$ cat src/rtl/id_hazard_ctrl.sv
`default_nettype none
// +--------------------------------------------------------------------------+
// | id_hazard_ctrl : ID-stage load-use stall / taken-branch flush controller |
// | Optional: HAZARD_PERF_CNT_EN adds the 16-bit stall_cnt_o counter         |
// | Revision: 1.0                                                            |
// +--------------------------------------------------------------------------+
module id_hazard_ctrl #(
  parameter int unsigned LOAD_USE_STALLS = 1,
  parameter int unsigned FLUSH_CYCLES    = 1
) (
  input  logic       CLK,
  input  logic       CLR,
  input  logic [3:0] rn_i,
  input  logic [3:0] rm_i,
  input  logic       use_rn_i,
  input  logic       use_rm_i,
  input  logic       ex_load_i,
  input  logic       ex_rf_i,
  input  logic [3:0] ex_rd_i,
  input  logic       br_taken_i,
  output logic       pc_en_o,
  output logic       ifid_en_o,
  output logic       ifid_clr_o,
  output logic       idex_clr_o,
  output logic [1:0] state_o
`ifdef HAZARD_PERF_CNT_EN
  ,
  output logic [15:0] stall_cnt_o
`endif
);

  typedef enum logic [1:0] {
    ST_RUN     = 2'd0,
    ST_LDSTALL = 2'd1,
    ST_FLUSH   = 2'd2
  } state_t;

  localparam logic [2:0] c_ldstall_reload = 3'(LOAD_USE_STALLS - 1);
  localparam logic [2:0] c_flush_reload   = 3'(FLUSH_CYCLES - 1);
  localparam bit         c_ldstall_multi  = (LOAD_USE_STALLS > 1);
  localparam bit         c_flush_multi    = (FLUSH_CYCLES > 1);

  state_t     r_state, w_state_nxt;
  logic [2:0] r_cnt, w_cnt_nxt;
  logic       w_hz;

  // R15 reads the PC, never a loaded register, so it cannot create a hazard.
  assign w_hz = ex_load_i & ex_rf_i &
                ((use_rn_i & (rn_i == ex_rd_i) & (rn_i != 4'd15)) |
                 (use_rm_i & (rm_i == ex_rd_i) & (rm_i != 4'd15)));

  always_comb begin
    pc_en_o     = 1'b1;
    ifid_en_o   = 1'b1;
    ifid_clr_o  = 1'b0;
    idex_clr_o  = 1'b0;
    state_o     = r_state;
    w_state_nxt = r_state;
    w_cnt_nxt   = r_cnt;
    if (CLR) begin
      pc_en_o     = 1'b0;
      ifid_en_o   = 1'b0;
      ifid_clr_o  = 1'b1;
      idex_clr_o  = 1'b1;
      state_o     = 2'd0;
      w_state_nxt = ST_RUN;
      w_cnt_nxt   = 3'd0;
    end else if (br_taken_i) begin
      // Branch outranks any stall or flush in progress and (re)starts the window.
      ifid_clr_o  = 1'b1;
      idex_clr_o  = 1'b1;
      w_state_nxt = c_flush_multi ? ST_FLUSH : ST_RUN;
      w_cnt_nxt   = c_flush_multi ? c_flush_reload : 3'd0;
    end else begin
      case (r_state)
        ST_RUN: begin
          if (w_hz) begin
            pc_en_o     = 1'b0;
            ifid_en_o   = 1'b0;
            idex_clr_o  = 1'b1;
            w_state_nxt = c_ldstall_multi ? ST_LDSTALL : ST_RUN;
            w_cnt_nxt   = c_ldstall_multi ? c_ldstall_reload : 3'd0;
          end
        end
        ST_LDSTALL: begin
          pc_en_o    = 1'b0;
          ifid_en_o  = 1'b0;
          idex_clr_o = 1'b1;
          w_cnt_nxt  = r_cnt - 3'd1;
          if (r_cnt == 3'd1) w_state_nxt = ST_RUN;
        end
        ST_FLUSH: begin
          ifid_clr_o = 1'b1;
          idex_clr_o = 1'b1;
          w_cnt_nxt  = r_cnt - 3'd1;
          if (r_cnt == 3'd1) w_state_nxt = ST_RUN;
        end
        default: begin
          w_state_nxt = ST_RUN;
          w_cnt_nxt   = 3'd0;
        end
      endcase
    end
  end

  always_ff @(posedge CLK) begin
    if (CLR) begin
      r_state <= ST_RUN;
      r_cnt   <= 3'd0;
    end else begin
      r_state <= w_state_nxt;
      r_cnt   <= w_cnt_nxt;
    end
  end

`ifdef HAZARD_PERF_CNT_EN
  logic [15:0] r_stall_cnt;

  always_ff @(posedge CLK) begin
    if (CLR) begin
      r_stall_cnt <= 16'd0;
    end else if (!pc_en_o && (r_stall_cnt != 16'hFFFF)) begin
      r_stall_cnt <= r_stall_cnt + 16'd1;
    end
  end

  assign stall_cnt_o = r_stall_cnt;
`endif

endmodule
`default_nettype wire

$ cat config.mk
export PLATFORM = sky130hd
export DESIGN_NAME = id_hazard_ctrl
export DESIGN_NICKNAME = d
export VERILOG_FILES = /design/src/rtl/id_hazard_ctrl.sv
export SDC_FILE = /design/constraint.sdc
export NUM_CORES = 1
export LEC_CHECK = 0
export CORE_AREA = 2 2 39 41
export DETAILED_ROUTE_END_ITERATION = 16
export DIE_AREA = 0 0 41 43
export GPL_TIMING_DRIVEN = 1
export PLACE_DENSITY_LB_ADDON = 0.3
export SLEW_MARGIN = 20
export SYNTH_ARGS = -nofsm -noshare
export SYNTH_HDL_FRONTEND = slang
export SYNTH_SLANG_ARGS = --single-unit
$ cat constraint.sdc
create_clock -name CLK -period 1.1 [get_ports CLK]
set_input_delay 0.22 -clock CLK [delete_from_list [all_inputs] [get_ports CLK]]
set_output_delay 0.22 -clock CLK [all_outputs]
set_load 0.005 [all_outputs]
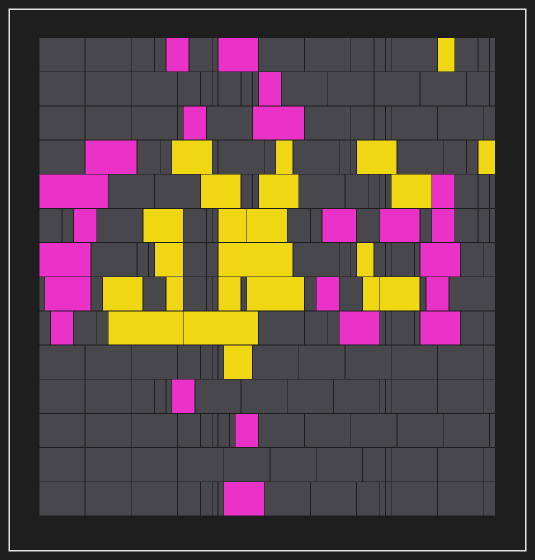
(images/placement_by_type.png)
Fill, decap, tap and diode cells in gray.
Key: remaining buffers and delay cells = magenta [cells 23]; combinational and other logic = yellow [cells 23]

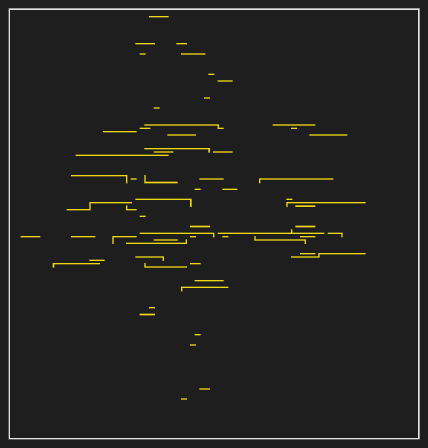
(images/layer_met1.png)
The layer holds 33% of the routed length. The longest straight run is 10.6 um. 47 nets have wire on it.

-- kinds of logic (layout without fill, tap and decap cells) --
kind of cell / after synthesis / count (layout)
AOI/OAI and AO/OA: 4 / 4
xor gates and xnor gates: 7 / 7
buffers and inverters: 3 / 23
other: 1 / 2
and+or+nand+nor: 10 / 10
-- tightest hold or removal path, cell delays in order --
cell and delay [ps]:
dlygate4sd2_1 210, or2_4 110, buf_2 100
-- what timing repair did --
action                                  4_1_cts  5_1_grt
endpoints found under the setup margin        4        3
pin swaps                                    16        0
gates resized                                81        0
-- area by class of cell --
class | count | share of cell area (%)
multi-input cells | 23 | 49.0
well taps | 16 | 5.26
repair buffers | 23 | 45.7
==> deck_impl_summary.md <==
Run Summary

Run status
  – Outcome: complete, but fails checks
  – Violated checks: setup timing

Yosys
  – Most repeated cell in the gate-level netlist after synthesis: xnor2_1
  – Post-synth design cell area: 164 um^2
  – Synthesized netlist cell count: 25
  – Number of library cell types mapped by synthesis: 12
  – Tally of yosys warning messages: 0

Layout
  – Number of clock buffers in the layout: 0
  – Area growth from synthesis to layout: 132%
  – Number of fillers in the final layout: ~170
  – Post-layout util: 27.5%
  – Logic area: roughly 190 um^2
  – Post-Layout Cell Count: 62

Placement
  – Placed Instances: 62
  – Worst setup slack after placement: -1040 ps

Clocking
  – Number of setup buffers added after CTS: 0
  – Hold_buf cts: 0

Setup path
  – First element of the critical path: ex_rd_i[2]
  – Startpoint kind of the worst setup timing path: input pin
  – CP max FO: 3

Route
  – Max layer used: met3
  – Drt first pass iters: 3

Final timing
  – Setup Viol. Count Final: 3
  – Final slew viol count: 0
  – Fin. Hold Viols: 0
  – Min setup slack post-route: -171 ps
  – Maximum operating frequency: around 800 MHz
  – Cycle use final: 116%
  – Worst Hold Margin: 866 ps

GRT
  – Wire length of the first global-routing pass: 931 um
  – Global Route met3 Usage: 1.05%

Power and ir drop
  – Power in the clock group: 0 uW
  – Design internal power: 82.9 uW
  – Clock network fraction of design power: 0%
  – Logic gate share of total power: 100.0%
  – Maximum vdd drop: 109 uV
No activity file was given, so power comes from the tool's default toggle rates.
